==> config.mk <==
export PLATFORM = sky130hd
export DESIGN_NAME = counter_multi
export DESIGN_NICKNAME = d
export VERILOG_FILES = /design/src/rtl/counter_multi_pkg.sv /design/src/rtl/counter_multi_btn_pulse.sv /design/src/rtl/dectohex.sv /design/src/rtl/counter_multi.sv
export SDC_FILE = /design/constraint.sdc
export NUM_CORES = 1
export LEC_CHECK = 0
export CAP_MARGIN = 20
export CORE_UTILIZATION = 50
export CTS_BUF_LIST = sky130_fd_sc_hd__clkbuf_4 sky130_fd_sc_hd__clkbuf_8
export CTS_CLUSTER_SIZE = 40
export DETAILED_ROUTE_END_ITERATION = 8
export GPL_TIMING_DRIVEN = 0
export PLACE_DENSITY = 0.65
export SLEW_MARGIN = 30
export SYNTH_ARGS = -nofsm -noshare
export SYNTH_HDL_FRONTEND = slang
export SYNTH_SLANG_ARGS = --single-unit
==> constraint.sdc <==
create_clock -name clk100_i -period 3.85 [get_ports clk100_i]
set_input_delay 0.77 -clock clk100_i [delete_from_list [all_inputs] [get_ports clk100_i]]
set_output_delay 0.77 -clock clk100_i [all_outputs]
set_load 0.05 [all_outputs]
==> src/rtl/counter_multi_pkg.sv <==
// -----------------------------------------------------------------------------
// counter_multi_pkg
// Shared definitions for the multi-digit press counter:
//   - mode_e     : operating mode encodings driven by the mode switches
//   - DIGIT_W    : bits per hex digit
//   - cnt_width(): count width for a given number of hex digits
// -----------------------------------------------------------------------------
package counter_multi_pkg;

    typedef enum logic [1:0] {
        MODE_WRAP = 2'b00,
        MODE_SAT  = 2'b01,
        MODE_LOAD = 2'b10,
        MODE_HOLD = 2'b11
    } mode_e;

    localparam int DIGIT_W = 4;

    // Count width CNT_W = 4 * DIGITS.
    function automatic int cnt_width(input int digits);
        return DIGIT_W * digits;
    endfunction

endpackage

==> src/rtl/counter_multi_btn_pulse.sv <==
// -----------------------------------------------------------------------------
// btn_pulse
// Turns one raw, active-low, asynchronous push button into single-cycle
// event pulses: 2-FF synchroniser, debounce filter, then auto-repeat while
// the button stays held.
//   clk100_i  in  1  system clock
//   rstn_i    in  1  asynchronous reset, active-low
//   key_n_i   in  1  raw button, 0 = pressed
//   pulse_o   out 1  one-cycle event pulse (press or auto-repeat)
// Timing: a clean press gives pulse_o 2+DEB_CYCLES cycles after the raw edge;
// further pulses follow RPT_DELAY cycles after acceptance, then every
// RPT_PERIOD cycles, until the release is accepted.
// -----------------------------------------------------------------------------
module btn_pulse #(
    parameter int DEB_CYCLES = 500000,
    parameter int RPT_DELAY  = 50000000,
    parameter int RPT_PERIOD = 10000000
) (
    input  logic clk100_i,
    input  logic rstn_i,
    input  logic key_n_i,
    output logic pulse_o
);

    localparam int DEB_W   = $clog2(DEB_CYCLES + 1);
    localparam int RPT_MAX = (RPT_DELAY > RPT_PERIOD) ? RPT_DELAY : RPT_PERIOD;
    localparam int RPT_W   = $clog2(RPT_MAX + 1);

    localparam logic [DEB_W-1:0] DEB_LAST    = DEB_W'(DEB_CYCLES - 1);
    localparam logic [RPT_W-1:0] DELAY_LAST  = RPT_W'(RPT_DELAY - 1);
    localparam logic [RPT_W-1:0] PERIOD_LAST = RPT_W'(RPT_PERIOD - 1);

    logic             key_s1;       // synchroniser stages, raw polarity
    logic             key_s2;
    logic             sync_pressed; // synchronised level, 1 = pressed
    logic             held;         // debounced (accepted) level, 1 = pressed
    logic [DEB_W-1:0] deb_cnt;      // consecutive cycles sync level != held
    logic [RPT_W-1:0] rpt_cnt;      // cycles since last pulse while held
    logic             rpt_first;    // next repeat uses RPT_DELAY, not RPT_PERIOD
    logic             accept;       // sync level has been stable long enough

    assign sync_pressed = ~key_s2;
    assign accept       = (sync_pressed != held) && (deb_cnt == DEB_LAST);

    always_ff @(posedge clk100_i or negedge rstn_i) begin
        if (!rstn_i) begin
            // Synchroniser resets to "released" so that a key held through
            // reset needs a full fresh debounce before it is accepted.
            key_s1    <= 1'b1;
            key_s2    <= 1'b1;
            held      <= 1'b0;
            deb_cnt   <= '0;
            rpt_cnt   <= '0;
            rpt_first <= 1'b0;
            pulse_o   <= 1'b0;
        end else begin
            // NOTE: non-blocking assignments throughout, so every right-hand
            // side sees the pre-edge value and the two synchroniser stages
            // stay two separate flops.
            key_s1  <= key_n_i;
            key_s2  <= key_s1;
            pulse_o <= 1'b0;

            // Any cycle where the sync level matches the accepted level
            // (a bounce back) restarts the stability count.
            if (sync_pressed == held || accept) begin
                deb_cnt <= '0;
            end else begin
                deb_cnt <= deb_cnt + 1'b1;
            end

            if (accept) begin
                // A release acceptance wins over a coincident repeat pulse.
                held      <= sync_pressed;
                pulse_o   <= sync_pressed;
                rpt_cnt   <= '0;
                rpt_first <= 1'b1;
            end else if (held) begin
                if (rpt_cnt == (rpt_first ? DELAY_LAST : PERIOD_LAST)) begin
                    pulse_o   <= 1'b1;
                    rpt_cnt   <= '0;
                    rpt_first <= 1'b0;
                end else begin
                    rpt_cnt <= rpt_cnt + 1'b1;
                end
            end
        end
    end

endmodule

==> src/rtl/dectohex.sv <==
// -----------------------------------------------------------------------------
// dectohex
// Hex digit to 7-segment decoder for the board display (active-low segments,
// bit order g..a).
//   dec_i  in  4  nibble to display
//   hex_o  out 7  segment drive, 0 = segment lit
// -----------------------------------------------------------------------------
module dectohex (
    input  logic [3:0] dec_i,
    output logic [6:0] hex_o
);

    always_comb begin
        // NOTE: default assignment before the case keeps this purely
        // combinational; a missing path would otherwise infer a latch.
        hex_o = 7'h7F;
        case (dec_i)
            4'h0: hex_o = 7'h40;
            4'h1: hex_o = 7'h79;
            4'h2: hex_o = 7'h24;
            4'h3: hex_o = 7'h30;
            4'h4: hex_o = 7'h19;
            4'h5: hex_o = 7'h12;
            4'h6: hex_o = 7'h02;
            4'h7: hex_o = 7'h78;
            4'h8: hex_o = 7'h00;
            4'h9: hex_o = 7'h10;
            4'hA: hex_o = 7'h08;
            4'hB: hex_o = 7'h03;
            4'hC: hex_o = 7'h46;
            4'hD: hex_o = 7'h21;
            4'hE: hex_o = 7'h06;
            4'hF: hex_o = 7'h0E;
            default: hex_o = 7'h7F;
        endcase
    end

endmodule

==> src/rtl/counter_multi.sv <==
// -----------------------------------------------------------------------------
// counter_multi
// Multi-digit up/down press counter with debounced, auto-repeating buttons,
// four operating modes and a sticky overflow flag.
//   clk100_i   in  1         system clock, 100 MHz
//   rstn_i     in  1         asynchronous reset, active-low
//   sw_i       in  SW_W      switches, captured into ledr_o on events
//   key_inc_i  in  1         raw increment button, active-low, async
//   key_dec_i  in  1         raw decrement button, active-low, async
//   mode_i     in  2         00 wrap, 01 saturate, 10 load, 11 hold
//   ledr_o     out SW_W      last captured switch value
//   cnt_o      out 4*DIGITS  current count
//   ovf_o      out 1         sticky overflow/underflow flag (reset clears)
//   hex_o      out 7*DIGITS  7-segment digits, digit i = bits [7i+6:7i]
// -----------------------------------------------------------------------------
module counter_multi
    import counter_multi_pkg::*;
#(
    parameter int SW_W       = 10,
    parameter int DIGITS     = 2,
    parameter int DEB_CYCLES = 500000,
    parameter int RPT_DELAY  = 50000000,
    parameter int RPT_PERIOD = 10000000
) (
    input  logic                        clk100_i,
    input  logic                        rstn_i,
    input  logic [SW_W-1:0]             sw_i,
    input  logic                        key_inc_i,
    input  logic                        key_dec_i,
    input  logic [1:0]                  mode_i,
    output logic [SW_W-1:0]             ledr_o,
    output logic [DIGIT_W*DIGITS-1:0]   cnt_o,
    output logic                        ovf_o,
    output logic [7*DIGITS-1:0]         hex_o
);

    localparam int               CNT_W   = cnt_width(DIGITS);
    localparam logic [CNT_W-1:0] CNT_MAX = '1;

    logic       inc_pulse;
    logic       dec_pulse;
    logic [1:0] mode_s1;
    logic [1:0] mode_s2;
    mode_e      mode_q;

    btn_pulse #(
        .DEB_CYCLES (DEB_CYCLES),
        .RPT_DELAY  (RPT_DELAY),
        .RPT_PERIOD (RPT_PERIOD)
    ) u_btn_inc (
        .clk100_i (clk100_i),
        .rstn_i   (rstn_i),
        .key_n_i  (key_inc_i),
        .pulse_o  (inc_pulse)
    );

    btn_pulse #(
        .DEB_CYCLES (DEB_CYCLES),
        .RPT_DELAY  (RPT_DELAY),
        .RPT_PERIOD (RPT_PERIOD)
    ) u_btn_dec (
        .clk100_i (clk100_i),
        .rstn_i   (rstn_i),
        .key_n_i  (key_dec_i),
        .pulse_o  (dec_pulse)
    );

    assign mode_q = mode_e'(mode_s2);

    always_ff @(posedge clk100_i or negedge rstn_i) begin
        if (!rstn_i) begin
            mode_s1 <= 2'b00;
            mode_s2 <= 2'b00;
            ledr_o  <= '0;
            cnt_o   <= '0;
            ovf_o   <= 1'b0;
        end else begin
            mode_s1 <= mode_i;
            mode_s2 <= mode_s1;

            // Exactly one pulse is an event; simultaneous inc and dec cancel.
            if ((inc_pulse ^ dec_pulse) && (mode_q != MODE_HOLD)) begin
                ledr_o <= sw_i;
                case (mode_q)
                    MODE_WRAP: begin
                        if (inc_pulse) begin
                            cnt_o <= cnt_o + 1'b1;
                            if (cnt_o == CNT_MAX) ovf_o <= 1'b1;
                        end else begin
                            cnt_o <= cnt_o - 1'b1;
                            if (cnt_o == '0) ovf_o <= 1'b1;
                        end
                    end
                    MODE_SAT: begin
                        if (inc_pulse) begin
                            if (cnt_o == CNT_MAX) ovf_o <= 1'b1;
                            else                  cnt_o <= cnt_o + 1'b1;
                        end else begin
                            if (cnt_o == '0) ovf_o <= 1'b1;
                            else             cnt_o <= cnt_o - 1'b1;
                        end
                    end
                    MODE_LOAD: begin
                        // Switch value is zero-extended or truncated to CNT_W.
                        cnt_o <= inc_pulse ? CNT_W'(sw_i) : '0;
                    end
                    default: begin
                    end
                endcase
            end
        end
    end

    for (genvar i = 0; i < DIGITS; i++) begin : g_hex
        dectohex u_dectohex (
            .dec_i (cnt_o[DIGIT_W*i +: DIGIT_W]),
            .hex_o (hex_o[7*i +: 7])
        );
    end

endmodule

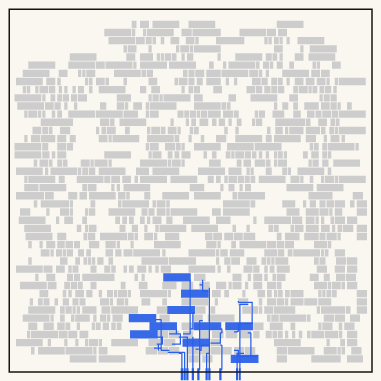
*Wires at chosen ports, followed through buffers, run 1*
Scale: 3 px per um.
- `ledr_o`: blue (bits 10; direction output; end cells 10; buffers 10; wire 262 um)

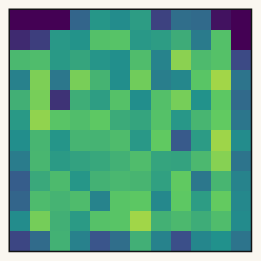
*Cell area per tile, run 1*
Scale: 2 px per um. 12 x 12 tiles, from dark purple (low) to yellow (high), 0 to 100% covered.
- nearly empty tiles: 3.5%
- mean over tiles: 55%
- fullest tile: 86%
- tiles over 75% full: 11%

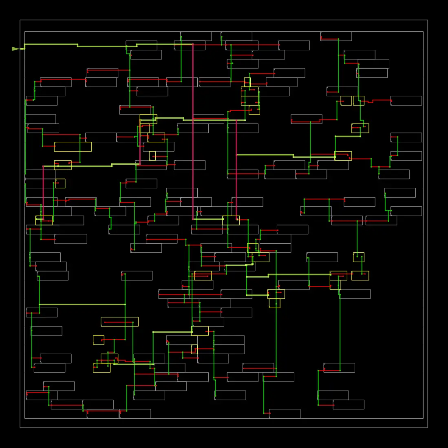
*The clock network, run 1*
CTS Buf Count: 17
Late-Pin Clk Latency: 0.44 ns
Worst Skew: 0.01305 ns
clk_buf instances: 19
P_clk: 0.00115 W

==> impl_metrics.py, run 1 <==
# Auto-generated metrics
metrics = {
    "outcome": {
        "outcome": "finished, final reports clean",
    },
    "setup_path": {
        "reg2reg_from": "u_btn_inc.pulse_o",
        "reg2reg_setup_slack_ns": 1.00,
        "worstSetupEndpoint": "hex_o[0]",
        "cp-end-kind": "output port",
        "worstSetupStartpoint": "cnt_o[1]",
        "rr_worst_depth": 9,
        "worstSetupPathType": "flop to output port",
        "start_kind": "flop",
        "worstReg2RegEnd": "cnt_o[6]",
        "critPathMaxFanout": 9,
        "cp.required_ns": 3.08,
        "cp.arrival_ns": 2.85,
    },
    "grt": {
        "grt_max_degree": 80,
        "antenna_found_initial": 0,
        "grt_pass1_vias": 5807,
        "grt_pass1_wl_um": 27800,
        "grt.overflow.total": 0,
        "grtUsageTotal": 0.2407,
    },
    "floorplan": {
        "fp.coreArea_um2": 13450,
        "fp-row-count": 42,
        "fp.dieW_um": 120.4,
        "die_y_um": 120.4,
        "die-area_um2": 14490,
        "io_pins": 49,
        "fp-utilization": 0.5209,
    },
    "logic_synthesis": {
        "topCombFamilyByArea": "simple AND/OR/NAND/NOR gates",
        "async_flop_share": 1.000,
        "synth_nets": 796,
        "simple_gate_share": 0.2571,
        "netlist_instances": 758,
        "synth_top_area_share": 0.4249,
        "synthAdderAreaFrac": 0.04035,
        "synth_flops": 123,
        "top_cells_by_area": "dfrtp_1, nor2_1, xnor2_1, xor2_1, ha_1",
        "syn_area_per_cell_um2": 9.245,
        "yosys.area.top_type": "dfrtp_1",
        "yosysCellCount": 758,
        "synthesis.area_um2": 7008,
        "synth_warnings": 0,
        "xor_share": 0.09873,
        "enable_flop_cells": 0,
        "ys_area_um2": 7008,
        "mux_area_frac": 0.04285,
        "synth.distinct_cells": 65,
        "aoi_share": 0.08838,
        "synth_seq_share": 0.4399,
        "flop_cell": "dfrtp_1",
    },
    "power_and_ir_drop": {
        "p_switching_w": 0.0006327,
        "pwr-share-comb": 0.041,
        "ir_drop_mv": 0.3202,
        "clock_power_share": 0.447,
        "leakagePower_nw": 3.395,
        "power.density_nw_per_um2": 316.1,
        "seqPwrFrac": 0.512,
        "switching_share": 0.2459,
        "p_int_w": 0.001940,
    },
    "run": {
        "warning_count": 35,
        "drv_cap": 0,
    },
    "placed_design": {
        "place_area_um2": 7741,
        "port_buffers": 48,
        "dp_cells": 983,
        "hpwl_um": 11210,
        "gp_congestion": 0.8938,
    },
    "min_path": {
        "hold_class": "primary input to asynchronous set/reset pin",
    },
    "layout": {
        "syn2layout_area_growth_pct": 16.16,
        "lay_top_cells": "nor2_1, dfrtp_1, nand2_1, xnor2_1, clkdlybuf4s50_1",
        "utilization": 0.6051,
        "nFillCells": 1216,
        "antenna_cells": 0,
        "final_area_um2": 8140,
        "drive_gt1_frac": 0.07986,
        "nNetsFinal": 864,
        "final-instance-count-excl-fill": 1015,
    },
    "sta": {
        "finalClockPeriodUsage": 0.9411,
        "tightest_slew_ns": 0.9181,
        "hold_viol": 0,
        "finalSetupViolations": 0,
        "relSlewSlack": 0.3823,
        "rsz0062_at_grt": "false",
        "fmax_ghz": 0.2760,
        "drv_slew": 0,
        "fin_crit_ns": 3.623,
    },
    "routing": {
        "drc_errors": 0,
        "drtIter0Drc": 383,
        "vias": 5809,
        "drt-pass1-iter-count": 5,
        "routed_via_density": 5.723,
        "ant_nets": 0,
        "wl_um": 15980,
        "wl_per_cell_um": 15.74,
    },
    "clocking": {
        "cts_root_buf": "clkbuf_8",
        "path_clk_slew_ns": 0.07,
        "clk_path_buf_depth": 2,
        "cts_htree_levels": 4,
        "hold_buffers": 0,
        "ctsResizeCount": 0,
        "clock_sinks": 123,
        "cts_tree": "yes",
        "cts_setup_buffers": 0,
    },
}
run 1: Yosys cell counts, drive strengths merged, types with 7 or more instances:
library cell / n
xor2: 32
or3: 7
and3: 19
clkbuf: 37
nor3: 19
a21oi: 21
xnor2: 47
dfrtp: 119
nand3: 42
a31oi: 8
mux2i: 12
ha: 21
nor2: 119
nor4: 22
nand2: 62
nand4: 27
inv: 21
mux2: 12
o21ai: 17
run 1: power groups by stage:
stage | clock network [W] | logic, W | registers [W]
2_1_floorplan | 0 | 0.0000230 | 0.00136
3_3_place_gp | 0 | 0.000101 | 0.00134
3_5_place_dp | 0 | 0.000108 | 0.00134
4_1_cts | 0.00118 | 0.000108 | 0.00132
5_1_grt | 0.00124 | 0.000117 | 0.00132
6_report | 0.00115 | 0.000105 | 0.00132
run 1: per-layer routing:
metal	GRT usage	routed length (um)	up-vias
met5	0	0	-
met3	0.04764	609	23
li1	-	-	2815
met4	0.08179	249	0
met1	0.3106	7250	2823
met2	0.4041	7867	148
run 1: cell families after synthesis:
kind of cell | after synthesis
and+or+nand+nor | 360
DFF | 123
AOI/OAI and AO/OA | 89
xor gates and xnor gates | 79
buffers and inverters | 59
muxes | 26
adders and majority gates | 22
run 1: sequential cells by signal, indices dropped and copies added (netlist names), 2 cells and up:
signal,cells
cnt_o,8
mode_s1,2
u_btn_dec.deb_cnt,19
u_btn_inc.deb_cnt,19
ledr_o,10
u_btn_inc.rpt_cnt,26
u_btn_dec.rpt_cnt,26
mode_q,2
run 1: critical path, stage by stage (launching register included):
cell and delay, ns:
dfrtp_1 0.51, inv_1 0.19, ha_1 0.26, nor2b_1 0.08
or3b_2 0.45, o21ai_0 0.09, clkdlybuf4s50_1 0.83
run 1: through the flow:
stage	hold slack (ns)	total power, W	worst slack, ns	TNS [ns]
floorplan	0.3312	0.001383	0.5557	0
global placement	0.3358	0.001444	-2.787	-335.57
detailed placement	0.3371	0.001450	0.7009	0
CTS	0.2089	0.002607	0.2010	0
global route	0.2263	0.002672	0.07009	0
finish	0.2262	0.002573	0.2266	0
run 1: worst min path at each step:
| stage | startpoint | end | depth (start not counted) |
|---|---|---|---|
| finish | rstn_i | cnt_o[6] | 1 |
| global route | rstn_i | u_btn_inc.deb_cnt[2] | 1 |
| CTS | rstn_i | cnt_o[6] | 1 |
| detailed placement | mode_s1[0] | mode_q[0] | 0 |
| global placement | mode_s1[0] | mode_q[0] | 0 |
| floorplan | mode_s1[0] | mode_q[0] | 0 |
run 1: layout make-up:
cell class                 count  area, um2  share of cell area
buffer                        38      150.1             0.01844
clock buffer                  19      249.0             0.03059
clock inverter                13      145.1             0.01783
inverter                      21      78.83            0.009683
multi-input combinational    576       3701              0.4547
sequential                   123       3083              0.3787
tap                          176      220.2             0.02705
timing repair buffer          49      513.0             0.06302
==> run 2, diff against run 1 <==
--- a/config.mk
+++ b/config.mk
@@ -12,6 +12,7 @@
 export DETAILED_ROUTE_END_ITERATION = 8
 export GPL_TIMING_DRIVEN = 0
 export PLACE_DENSITY = 0.65
+export SKIP_CTS_REPAIR_TIMING = 1
 export SLEW_MARGIN = 30
 export SYNTH_ARGS = -nofsm -noshare
 export SYNTH_HDL_FRONTEND = slang
==> constraint.sdc (replaced) <==
create_clock -name clk100_i -period 4.2 [get_ports clk100_i]
set_input_delay 0.84 -clock clk100_i [delete_from_list [all_inputs] [get_ports clk100_i]]
set_output_delay 0.84 -clock clk100_i [all_outputs]
set_load 0.05 [all_outputs]
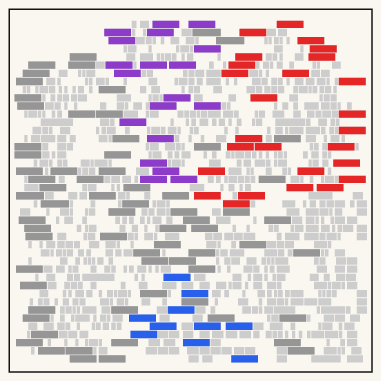
*Sequential cells grouped by signal name, run 2*
Scale: 3 px per um.
- `u_btn_inc.deb_cnt`: purple (sequential cells 19; where top middle)
- `u_btn_inc.rpt_cnt`: red (sequential cells 26)
- `ledr_o`: blue (sequential cells 10; where bottom middle)

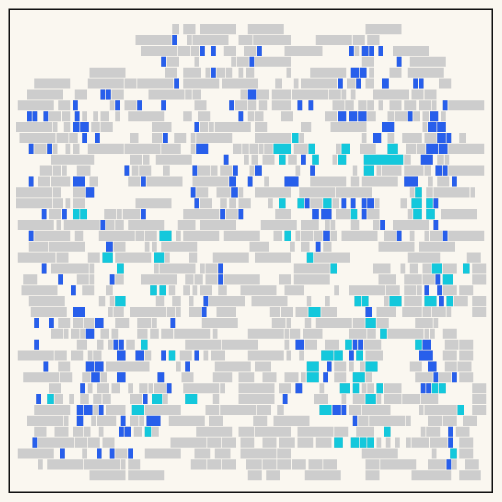
*Gate families picked out, run 2*
Scale: 4 px per um.
- NOR gates: blue (cells 174; where spread over the die)
- inverting AOI/OAI gates: cyan (cells 72)

==> run 2 against run 1 <==
  * Core utilization did not move
  * Critical path depth did not move
  * Design area did not move
  * Clock skew did not move
  * Largest cell class unchanged
  * Global-route usage did not move
  * Sequential share of layout area did not move
  * Non-clock buffer count did not move
==> impl_metrics.py, run 2 <==
# Auto-generated metrics
metrics = {
    "clocking": {
        "cts_tree": "yes",
        "cts_made_buffers": 17,
        "clk_path_buf_depth": 2,
        "cts_root_buf": "clkbuf_8",
        "clk_latency_ns": 0.44,
        "clock_sinks": 123,
    },
    "setup_path": {
        "start_kind": "flop",
        "critPathMaxFanout": 9,
        "cp_cell_sequence": "inv_1 -> ha_1 -> nor2b_1 -> or3b_2 -> o21ai_0 -> clkdlybuf4s50_1",
        "cp.arrival_ns": 2.85,
        "worstSetupPathType": "flop to output port",
        "crit_slowest_cell": "clkdlybuf4s50_1",
        "crit_family": "buffers and inverters",
        "critPathMaxStageDelay_ns": 0.83,
        "path_buffers": 2,
    },
    "layout": {
        "syn2layout_area_growth_pct": 16.16,
        "utilization": 0.6051,
        "nNetsFinal": 864,
        "antenna_cells": 0,
        "lay_top_cells": "nor2_1, dfrtp_1, nand2_1, xnor2_1, clkdlybuf4s50_1",
        "nFillCells": 1216,
        "ff_latch_area_um2": 3083,
        "final_area_um2": 8140,
        "logic_area_um2": 3701,
    },
    "sta": {
        "worst_clock_skew_ns": 0.01305,
        "finalClockPeriodUsage": 0.8794,
        "fin_crit_ns": 3.693,
        "rsz0062_at_grt": "false",
        "hold_ws_ns": 0.2962,
        "finalSetupTns_ns": 0,
        "drv_slew": 0,
        "relSlewSlack": 0.3823,
    },
    "min_path": {
        "hold_class": "primary input to asynchronous set/reset pin",
    },
    "routing": {
        "wl_per_cell_um": 15.74,
        "drc_errors": 0,
        "drt-pass1-iter-count": 5,
        "wl_um": 15980,
        "drtIter0Drc": 383,
        "routed_via_density": 5.723,
        "vias": 5809,
    },
    "floorplan": {
        "fp.dieW_um": 120.4,
        "io_pins": 49,
        "die-area_um2": 14490,
    },
    "logic_synthesis": {
        "enable_flop_cells": 0,
        "synth_top_area_share": 0.4249,
        "synthTopCellsByCount": "dfrtp_1, nor2_1, nand2_1",
        "synth_nets": 796,
        "async_flop_share": 1.000,
        "yosys.area.top_type": "dfrtp_1",
        "yosysCellCount": 758,
    },
    "power_and_ir_drop": {
        "p_total_w": 0.002359,
        "power.density_nw_per_um2": 289.8,
    },
    "outcome": {
        "outcome": "finished, final reports clean",
    },
    "run": {
        "warning_count": 35,
        "drv_cap": 0,
    },
    "grt": {
        "antenna_found_initial": 0,
        "grt_pass1_vias": 5807,
        "grt.overflow.total": 0,
        "grt_max_degree": 80,
        "grt_pass1_wl_um": 27800,
    },
    "placed_design": {
        "gp_congestion": 0.8938,
        "place_area_um2": 7741,
        "hpwl_um": 11210,
    },
}
[run 2: cell families (layout without fill, tap and decap cells)]
family,count (synthesis),after routing,synth area share
flops,123,123,0.4399
mux,26,26,0.04285
xor+xnor,79,79,0.09873
fa+ha+maj,22,22,0.04035
simple gates,360,360,0.2571
compound gates,89,89,0.08838
buf+inv,59,140,0.03267
[run 2: power breakdown]
group | switching [W] | internal [W]
registers | 0.00000934 | 0.00120
clock network | 0.000509 | 0.000545
logic | 0.0000615 | 0.0000347
total | 0.000580 | 0.00178
[run 2: per-stage QoR]
step / setup slack, ns / cells
after floorplan: 0.8357 / 758
after global placement: -2.507 / 982
after detailed placement: 0.9809 / 983
after CTS: 0.4810 / 1015
after global routing: 0.3501 / 1015
final: 0.5066 / 1015
[run 2: cell type report]
cell class,count,area share
multi-input combinational,576,0.4547
sequential,123,0.3787
timing repair buffer,49,0.06302
clock buffer,19,0.03059
tap,176,0.02705
buffer,38,0.01844
clock inverter,13,0.01783
inverter,21,0.009683
[run 2: metal layers]
layer / part of all wire / track usage
met5: 0 / 0
met4: 0.016 / 0.08179
met3: 0.038 / 0.04764
met2: 0.49 / 0.4041
met1: 0.45 / 0.3106
[run 2: final timing paths]
check                                  start          endpoint  slack [ns]  cells past startpoint
max reg2reg                u_btn_inc.pulse_o          cnt_o[6]        1.35                      9
min reg2reg                       mode_s1[0]         mode_q[0]        0.35                      0
max                                 cnt_o[1]          hex_o[0]        0.51                      6
min in group clk100_i             mode_s1[0]         mode_q[0]        0.35                      0
min                                   rstn_i          cnt_o[6]        0.30                      1
max in group asynchronous             rstn_i  u_btn_dec.key_s1        3.18                      2
[run 2: worst reg2reg max path: cells and delay by family (launching register included)]
family                     cells  cell delay (ns)
adders and majority gates      1             0.43
DFF                            1             0.40
buffers and inverters          2             0.69
AOI/OAI and AO/OA              5             0.62
and+or+nand+nor                1             0.64
==> run 3, diff against run 2 <==
--- a/config.mk
+++ b/config.mk
@@ -6,12 +6,13 @@
 export NUM_CORES = 1
 export LEC_CHECK = 0
 export CAP_MARGIN = 20
-export CORE_UTILIZATION = 50
+export CORE_UTILIZATION = 40
 export CTS_BUF_LIST = sky130_fd_sc_hd__clkbuf_4 sky130_fd_sc_hd__clkbuf_8
 export CTS_CLUSTER_SIZE = 40
 export DETAILED_ROUTE_END_ITERATION = 8
+export GPL_ROUTABILITY_DRIVEN = 0
 export GPL_TIMING_DRIVEN = 0
-export PLACE_DENSITY = 0.65
+export PLACE_DENSITY = 0.54
 export SKIP_CTS_REPAIR_TIMING = 1
 export SLEW_MARGIN = 30
 export SYNTH_ARGS = -nofsm -noshare
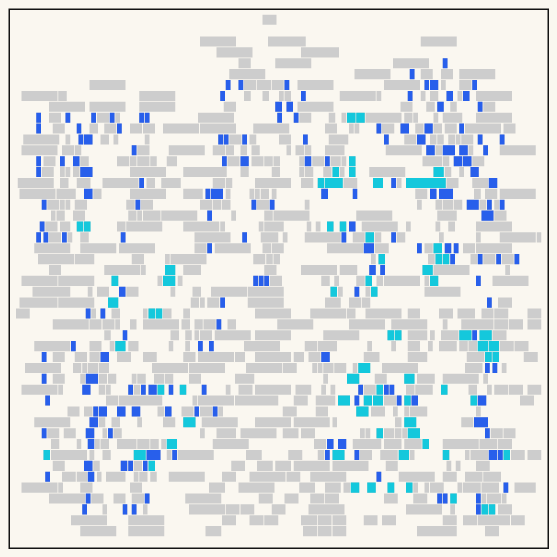
*Gate families picked out, run 3*
Scale: 4 px per um.
- inverting AOI/OAI gates: cyan (cells 72)
- NOR gates: blue (cells 174; where spread over the die)

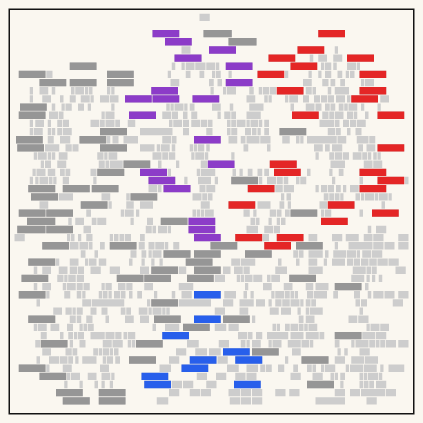
*Sequential cells grouped by signal name, run 3*
Scale: 3 px per um.
- `ledr_o`: blue (sequential cells 10; where bottom middle)
- `u_btn_inc.deb_cnt`: purple (sequential cells 19)
- `u_btn_inc.rpt_cnt`: red (sequential cells 26)

==> run 3 against run 2 <==
  * Global-route usage down 4.4 points
  * Via count shrank 1.6%
  * Maximum frequency rose by 0.64%
  * Sequential share of layout area fell by 0.37 points
  * Setup slack gained 0.024 ns
  * Clock skew about the same
  * Critical path depth unchanged
  * Register-to-register slack got worse by 0.03 ns
  * Combinational power about the same
  * Sequential power barely moved
  * Clock power grew 6%
  * Largest cell class unchanged
  * Largest power group unchanged
==> impl_metrics.py, run 3 <==
# Auto-generated metrics
metrics = {
    "floorplan": {
        "fp-row-count": 48,
        "fp.dieW_um": 134.4,
        "die_y_um": 134.4,
        "fp-utilization": 0.4080,
        "die-area_um2": 18050,
        "io_pins": 49,
        "fp.coreArea_um2": 17180,
    },
    "sta": {
        "hold_viol": 0,
        "rsz0062_at_grt": "false",
        "fin_crit_ns": 3.670,
        "relSlewSlack": 0.3387,
        "finalSetupViolations": 0,
        "drv_slew": 0,
        "finalClockPeriodUsage": 0.8738,
        "finalSetupTns_ns": 0,
        "tightest_slew_ns": 0.9844,
        "fmax_ghz": 0.2725,
        "worst_clock_skew_ns": 0.01272,
    },
    "power_and_ir_drop": {
        "ir_drop_mv": 0.2114,
        "leakagePower_nw": 3.401,
        "power.density_nw_per_um2": 293.9,
    },
    "logic_synthesis": {
        "synth_top_area_share": 0.4249,
        "top_cells_by_area": "dfrtp_1, nor2_1, xnor2_1, xor2_1, ha_1",
        "synthTopCellsByCount": "dfrtp_1, nor2_1, nand2_1",
        "netlist_instances": 758,
        "syn_area_per_cell_um2": 9.245,
        "synth_warnings": 0,
        "ys_area_um2": 7008,
        "synth_nets": 796,
        "synth_flops": 123,
        "yosys.area.top_type": "dfrtp_1",
        "enable_flop_cells": 0,
        "flop_cell": "dfrtp_1",
        "synthesis.area_um2": 7008,
        "async_flop_share": 1.000,
        "synth_seq_share": 0.4399,
        "synth.distinct_cells": 65,
        "yosysCellCount": 758,
    },
    "setup_path": {
        "cp.arrival_ns": 2.83,
        "cp.required_ns": 3.36,
        "critPathMaxFanout": 9,
        "reg2reg_setup_slack_ns": 1.32,
        "rr_worst_depth": 7,
        "reg2reg_from": "u_btn_dec.deb_cnt[5]",
        "cp-end-kind": "output port",
        "worstReg2RegEnd": "u_btn_dec.rpt_cnt[23]",
        "start_kind": "flop",
        "worstSetupPathType": "flop to output port",
    },
    "layout": {
        "largestRegisters": "u_btn_dec.rpt_cnt: 26 flops, u_btn_inc.rpt_cnt: 26 flops",
        "utilization": 0.4786,
        "syn2layout_area_growth_pct": 17.30,
        "drive_gt1_frac": 0.07867,
        "antenna_cells": 0,
        "final_area_um2": 8220,
        "nNetsFinal": 864,
        "lay_top_cells": "nor2_1, dfrtp_1, nand2_1, xnor2_1, clkdlybuf4s50_1",
    },
    "grt": {
        "grt_pass1_wl_um": 28260,
        "grt_max_degree": 74,
        "antenna_found_initial": 0,
        "grt_pass1_vias": 5775,
        "grtUsageTotal": 0.1965,
        "grt.overflow.total": 0,
    },
    "clocking": {
        "cts_htree_levels": 4,
        "clock_sinks": 123,
        "cts_tree": "yes",
        "clk_path_buf_depth": 2,
        "path_clk_slew_ns": 0.07,
        "cts_made_buffers": 17,
        "cts_root_buf": "clkbuf_8",
        "clk_latency_ns": 0.44,
    },
    "min_path": {
        "hold_class": "primary input to asynchronous set/reset pin",
    },
    "outcome": {
        "outcome": "finished, final reports clean",
    },
    "routing": {
        "ant_nets": 0,
        "vias": 5714,
        "drt-pass1-iter-count": 5,
        "wl_um": 16370,
        "wl_per_cell_um": 15.39,
        "drc_errors": 0,
        "drtIter0Drc": 324,
        "routed_via_density": 5.370,
    },
    "placed_design": {
        "place_area_um2": 7802,
        "port_buffers": 48,
        "hpwl_um": 11640,
    },
    "run": {
        "warning_count": 35,
        "drv_cap": 0,
    },
}
==> run 3: cell counts after synthesis <==
No cell type changed its count.
==> run 3: kinds of logic after synthesis <==
group | share of synthesized area
XOR/XNOR | 0.09873
multiplexers | 0.04285
buffers and inverters | 0.03267
AND-OR/OR-AND | 0.08838
adder cells (fa/ha/maj) | 0.04035
flip-flops | 0.4399
AND/OR/NAND/NOR | 0.2571
==> run 3: power breakdown <==
part	internal [W]	total [W]	switching (W)	leakage, nW
combinational	0.0000347	0.0000960	0.0000613	1.54
clock	0.000607	0.00111	0.000505	0.212
sequential	0.00120	0.00121	0.00000936	1.65
==> run 3: metal layers <==
| layer | wire [um] | up-vias | part of all wire | global-route usage |
|---|---|---|---|---|
| met1 | 7584 | 2777 | 0.46 | 0.2507 |
| met3 | 584 | 14 | 0.036 | 0.04422 |
| met2 | 8027 | 109 | 0.49 | 0.3287 |
| met4 | 176 | 0 | 0.011 | 0.06554 |
| met5 | 0 | - | 0 | 0 |
| li1 | - | 2814 | - | - |
==> run 3: layout make-up <==
cell class | instances | area, um2
multi-input combinational | 576 | 3696
tap | 225 | 281.5
inverter | 21 | 78.83
fill | 1679 | 8956
clock buffer | 19 | 249.0
sequential | 123 | 3083
buffer | 38 | 150.1
timing repair buffer | 49 | 513.0
clock inverter | 13 | 168.9
==> run 3: worst max-delay path, stage by stage, from the launching register on <==
cell	delay, ns
dfrtp_1	0.52
inv_1	0.18
ha_1	0.25
nor2b_1	0.09
or3b_2	0.46
o21ai_0	0.08
clkdlybuf4s50_1	0.82
==> run 3: worst max path at each step <==
stage	from	end	slack, ns	cells past startpoint
after floorplan	cnt_o[3]	hex_o[4]	0.84	4
after detailed placement	cnt_o[1]	hex_o[0]	1.00	6
after global placement	rstn_i	u_btn_dec.deb_cnt[10]	-2.63	1
final	cnt_o[1]	hex_o[0]	0.53	6
after global routing	cnt_o[3]	hex_o[6]	0.42	5
after CTS	cnt_o[1]	hex_o[0]	0.51	6
==> run 3: stage by stage <==
step / setup WS [ns] / hold WS [ns] / power, W / std cells
after floorplan: 0.8357 / 0.3312 / 0.001268 / 758
after global placement: -2.626 / 0.3356 / 0.001325 / 1031
after detailed placement: 1.003 / 0.3458 / 0.001330 / 1032
after CTS: 0.5115 / 0.2955 / 0.002460 / 1064
after global routing: 0.4156 / 0.3028 / 0.002515 / 1064
final: 0.5302 / 0.3002 / 0.002416 / 1064
No activity file was given, so power comes from the tool's default toggle rates.
